$ cat config.mk
export PLATFORM = sky130hd
export DESIGN_NAME = id_ex_hazard_reg
export DESIGN_NICKNAME = d
export VERILOG_FILES = /design/src/rtl/pipe_pkg.sv /design/src/rtl/hazard_detect.sv /design/src/rtl/id_ex_hazard_reg.sv
export SDC_FILE = /design/constraint.sdc
export NUM_CORES = 1
export LEC_CHECK = 0
export CORE_MARGIN = 2
export CORE_UTILIZATION = 31
export DETAILED_ROUTE_END_ITERATION = 16
export GPL_TIMING_DRIVEN = 0
export PLACE_DENSITY_LB_ADDON = 0.12
export SKIP_CTS_REPAIR_TIMING = 1
export SLEW_MARGIN = 20
export SYNTH_ARGS = -nofsm -noshare
export SYNTH_HDL_FRONTEND = slang
export SYNTH_SLANG_ARGS = --single-unit
$ cat constraint.sdc
create_clock -name clk -period 4.1 [get_ports clk]
set_clock_uncertainty 0.2 [all_clocks]
set_input_delay 1.025 -clock clk [delete_from_list [all_inputs] [get_ports clk]]
set_output_delay 1.025 -clock clk [all_outputs]
set_load 0.01 [all_outputs]
$ cat src/rtl/pipe_pkg.sv
// Shared pipeline types for the ID/EX boundary.
// Covers control bundle, ID/EX register payload and the load-use source match.
package pipe_pkg;

    localparam int XLEN       = 32;
    localparam int REG_ADDR_W = 5;
    localparam int ALUOP_W    = 4;
    localparam int CNT_W      = 16;

    typedef struct packed {
        logic               regwrite;
        logic               memread;
        logic               memwrite;
        logic               memtoreg;
        logic               alusrc;
        logic [ALUOP_W-1:0] aluop;
    } id_ex_ctrl_t;

    typedef struct packed {
        logic                  valid;
        logic [XLEN-1:0]       pc;
        logic [REG_ADDR_W-1:0] rs1;
        logic [REG_ADDR_W-1:0] rs2;
        logic [REG_ADDR_W-1:0] rd;
        logic [XLEN-1:0]       data1;
        logic [XLEN-1:0]       data2;
        logic [XLEN-1:0]       imm;
        id_ex_ctrl_t           ctrl;
    } id_ex_t;

    localparam id_ex_t ID_EX_BUBBLE = '0;

    function automatic logic src_hit(input logic used,
                                     input logic [REG_ADDR_W-1:0] src,
                                     input logic [REG_ADDR_W-1:0] rd);
        return used && (src == rd);
    endfunction

endpackage

$ cat src/rtl/hazard_detect.sv
// Combinational load-use detector: a load in EX whose rd (non-x0) is read by the ID instruction.
// Zero latency; no flow control of its own.
module hazard_detect
    import pipe_pkg::*;
(
    input  logic                  ex_valid,
    input  logic                  ex_memread,
    input  logic [REG_ADDR_W-1:0] ex_rd,
    input  logic                  id_valid,
    input  logic [1:0]            id_uses,
    input  logic [REG_ADDR_W-1:0] id_rs1,
    input  logic [REG_ADDR_W-1:0] id_rs2,
    output logic                  load_use
);

    logic rs1_hit;
    logic rs2_hit;

    assign rs1_hit  = src_hit(id_uses[0], id_rs1, ex_rd);
    assign rs2_hit  = src_hit(id_uses[1], id_rs2, ex_rd);
    assign load_use = ex_valid && ex_memread && (ex_rd != '0) && id_valid
                      && (rs1_hit || rs2_hit);

endmodule

$ cat src/rtl/id_ex_hazard_reg.sv
// ID/EX pipeline register with load-use stall, flush bubbles and a saturating bubble counter.
// One-cycle capture latency; stall is combinational and holds PC and IF/ID upstream.
module id_ex_hazard_reg
    import pipe_pkg::*;
(
    input  logic                  clk,
    input  logic                  reset,
    input  logic                  id_valid,
    input  logic [XLEN-1:0]       id_pc,
    input  logic [REG_ADDR_W-1:0] id_rs1,
    input  logic [REG_ADDR_W-1:0] id_rs2,
    input  logic [REG_ADDR_W-1:0] id_rd,
    input  logic [XLEN-1:0]       id_data1,
    input  logic [XLEN-1:0]       id_data2,
    input  logic [XLEN-1:0]       id_imm,
    input  id_ex_ctrl_t           id_ctrl,
    input  logic [1:0]            id_uses,
    input  logic                  flush,
    output logic                  ex_valid,
    output logic [XLEN-1:0]       ex_pc,
    output logic [REG_ADDR_W-1:0] ex_rs1,
    output logic [REG_ADDR_W-1:0] ex_rs2,
    output logic [REG_ADDR_W-1:0] ex_rd,
    output logic [XLEN-1:0]       ex_data1,
    output logic [XLEN-1:0]       ex_data2,
    output logic [XLEN-1:0]       ex_imm,
    output id_ex_ctrl_t           ex_ctrl,
    output logic                  stall,
    output logic [CNT_W-1:0]      bubble_count
);

    id_ex_t           ex_q;
    id_ex_t           capture;
    logic             load_use;
    logic [CNT_W-1:0] bubble_cnt;

    hazard_detect u_hazard_detect (
        .ex_valid   (ex_q.valid),
        .ex_memread (ex_q.ctrl.memread),
        .ex_rd      (ex_q.rd),
        .id_valid   (id_valid),
        .id_uses    (id_uses),
        .id_rs1     (id_rs1),
        .id_rs2     (id_rs2),
        .load_use   (load_use)
    );

    // A flush kills the ID instruction anyway, so there is nothing to hold upstream.
    assign stall = load_use && !flush;

    always_comb begin
        capture       = '0;
        capture.valid = id_valid;
        capture.pc    = id_pc;
        capture.rs1   = id_rs1;
        capture.rs2   = id_rs2;
        capture.rd    = id_valid ? id_rd : '0;
        capture.data1 = id_data1;
        capture.data2 = id_data2;
        capture.imm   = id_imm;
        capture.ctrl  = id_valid ? id_ctrl : '0;
    end

    always_ff @(posedge clk) begin
        if (reset) begin
            ex_q       <= ID_EX_BUBBLE;
            bubble_cnt <= '0;
        end else begin
            if (flush || load_use) begin
                ex_q <= ID_EX_BUBBLE;
            end else begin
                ex_q <= capture;
            end
            if (stall && (bubble_cnt != '1)) begin
                bubble_cnt <= bubble_cnt + CNT_W'(1);
            end
        end
    end

    assign ex_valid     = ex_q.valid;
    assign ex_pc        = ex_q.pc;
    assign ex_rs1       = ex_q.rs1;
    assign ex_rs2       = ex_q.rs2;
    assign ex_rd        = ex_q.rd;
    assign ex_data1     = ex_q.data1;
    assign ex_data2     = ex_q.data2;
    assign ex_imm       = ex_q.imm;
    assign ex_ctrl      = ex_q.ctrl;
    assign bubble_count = bubble_cnt;

endmodule

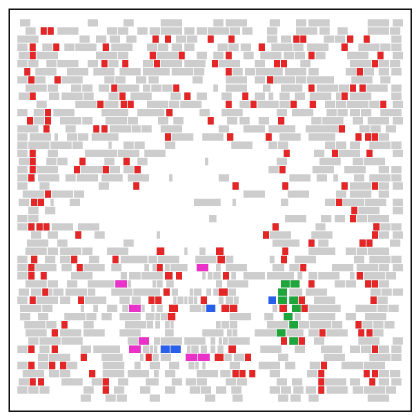
Figure 1: selected gate families.
(3 px per um)
colour	family	cells
blue	AND-OR and OR-AND gates	4
magenta	multiplexers	7
green	XOR/XNOR gates	10
red	AND and OR gates	174
multi-input combinational area share: 18.2%
most frequent logic cell in the layout: clkdlybuf4s50_1

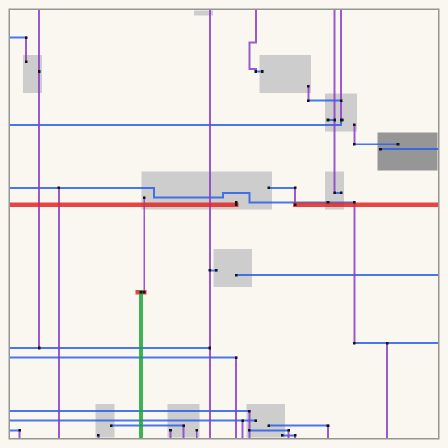
Figure 2: close-up of the layout.
Window x 52 to 82, y 52 to 82 um. Cells in grey, sequential cells in the stronger grey; small squares are vias.
colour	layer
blue	met1
green	met4
purple	met2
red	met3
netlist names of flops here include	`ex_ctrl` (1)
most frequent	clkbuf_1 (3)
sequential cells in the window	1
cells with their middle in the window	10

==> notes.md <==
impl run done, here's what came out: layout cells sized above 1=7.34%, fp util=31.6%, met2 wire len=8.24 mm, fillers=1421, grt total ovfl=0, M1 WL=5.93 mm, hold crit path type=flop to flop, yosys warning tally=0, max frequency=0.247 GHz, mux share=1.49%, final max-slew violation count=0, XOR Share, Synth=1.69%, maximum vdd drop=0.000272 V, worst-margin pin slew=0.542 ns, vias per std cell=4.32, initial antenna violation count=0, crit path DAT=2.83 ns, status=completed, Critical Path Sink=stall, crit end category=primary output, Adders+Majority by Area=0.241%, P_leak=3.68 nW, largest net degree at the start of global routing=17, worst setup path category=primary input to primary output, hold_sp=bubble_count[5], crit start category=primary input, Log Warnings=26, clk latency late pin=0.42 ns, Syn Area/Cell=11.4 um2, drt wl/cell=15.7 um, Crit path max-delay family=buffers and inverters, slew margin rel.=63.8%, worst path cell trace=clkdlybuf4s50_1 > xor2_1 > nor4_2 > a32oi_2 > buf_4 > nor3_4 > clkbuf_2, H-tree Lvls=4, Hold Crit Depth=2, number of enable flip-flop cells=0, R2R Path End=ex_rd[0], # Cells Yosys=457, vias in the first global route=4545, Buf+Inv Stages, Crit Path=3, crit-path max FO=10, Crit path depth=7, met2 usage=32.6%, Netlist Area Pre-Place=5200 um2, top layer in use=met4, Clock Sinks=169, GPL Wtd Cong=0.853, clock-pin slew on the worst setup and hold paths=0.07 ns, CTS buffer count=17, Seq/Total Area, Yosys=65.1%, FF-to-FF setup slack=1.43 ns, Pwr Total=0.00378 W, GR Util met1=17.4%, CTS Buffer Depth=2, Total GRT Usage=17.9%, final net count=963, Worst R2R Path Depth=5, Hold Path End=bubble_count[5], TritonCTS clock tree=built, DR WL met3=1.78 mm, Die ar.=17800 um2, core box area=16500 um2, Unique cell types=39, final wirelength=16.3 mm, busiest grt layer=met2, Antenna Nets Post-Route=0, drt first pass iters=4, Die Y=133 um, first-pass GRT wire length=24.2 mm, ANT cells=0, Synth Area in Simple Gates=26.1%, CTS root buf=clkbuf_16, Worst path slowest cell=clkdlybuf4s50_1, dpl hpwl=12.7 mm, Mapped Cells=457
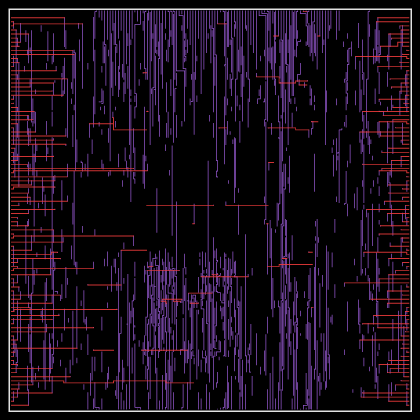
Figure 3: routed metal, one colour a layer.
(3 px per um) Only two layers are drawn.
colour	layer	wire length
red	met3	1780 um
purple	met2	8240 um

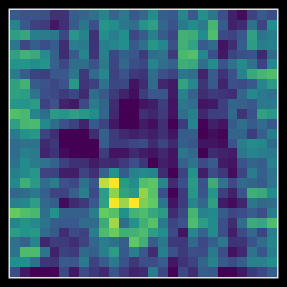
Figure 4: signal metal coverage by tile.
(2 px per um) The die is cut into 27 by 27 equal tiles; dark purple is low, yellow is high, scaled to the fullest tile. Values are wire area over tile area, all layers added.
tiles over half the peak	16%
fullest tile	0.48
mean over tiles	0.15
densest ninth of the die	south

==> cells in the mapped netlist (2+ instances only) <==
cell type  count  share of area (%)
nor2_1         9               0.65
a21oi_1        7               0.67
mux2_2         6                1.3
clkbuf_1      13               0.94
and3_1        18                2.2
or4_1          9                1.3
nor4_1         4               0.48
nand2b_1       3               0.36
dfxtp_1      169                 65
nand4_1        6               0.72
xnor2_1        2               0.34
nand3_1        6               0.58
nor3_1         5               0.48
buf_2          2               0.19
xor2_1         8                1.3
nor2b_1        6               0.72
clkbuf_2       7               0.67
or3_1          2               0.24
and2_1       141                 17
o31ai_1        6               0.87
nand2_1        6               0.43
and4_1         3               0.51
buf_4          3               0.43
==> through the flow <==
step	std cells	instance area [um2]	setup TNS, ns	setup WS (ns)
6_report	1037	9400	0	0.0500
5_1_grt	1037	9400	-0.0314	-0.0314
4_1_cts	1036	9370	-0.743	-0.743
3_5_place_dp	1004	8740	-0.733	-0.733
3_3_place_gp	1004	8740	-0.701	-0.701
2_1_floorplan	457	5200	0	0.638
==> layout make-up <==
class                      count  area, um2  share of cell area (%)
sequential                   169       3380                    36.0
clock inverter                14        184                    1.96
tap                          220        275                    2.93
buffer                        26        124                    1.32
multi-input combinational    261       1710                    18.2
inverter                       1       3.75                  0.0399
timing repair buffer         328       3280                    34.9
clock buffer                  18        439                    4.67
==> where the power goes <==
part | switching, W | internal (W) | leakage (nW)
combinational | 0.000122 | 0.000262 | 2.00
sequential | 0.0000163 | 0.00170 | 1.38
clock | 0.000692 | 0.000991 | 0.298
==> flip-flops by register name, indices dropped and copies added, names as in the netlist <==
signal        cells
bubble_count     16
ex_ctrl           9
ex_data1         32
ex_data2         32
ex_imm           32
ex_pc            32
ex_rd             5
ex_rs1            5
ex_rs2            5
ex_valid          1
Power is estimated from default activity; no workload was simulated.
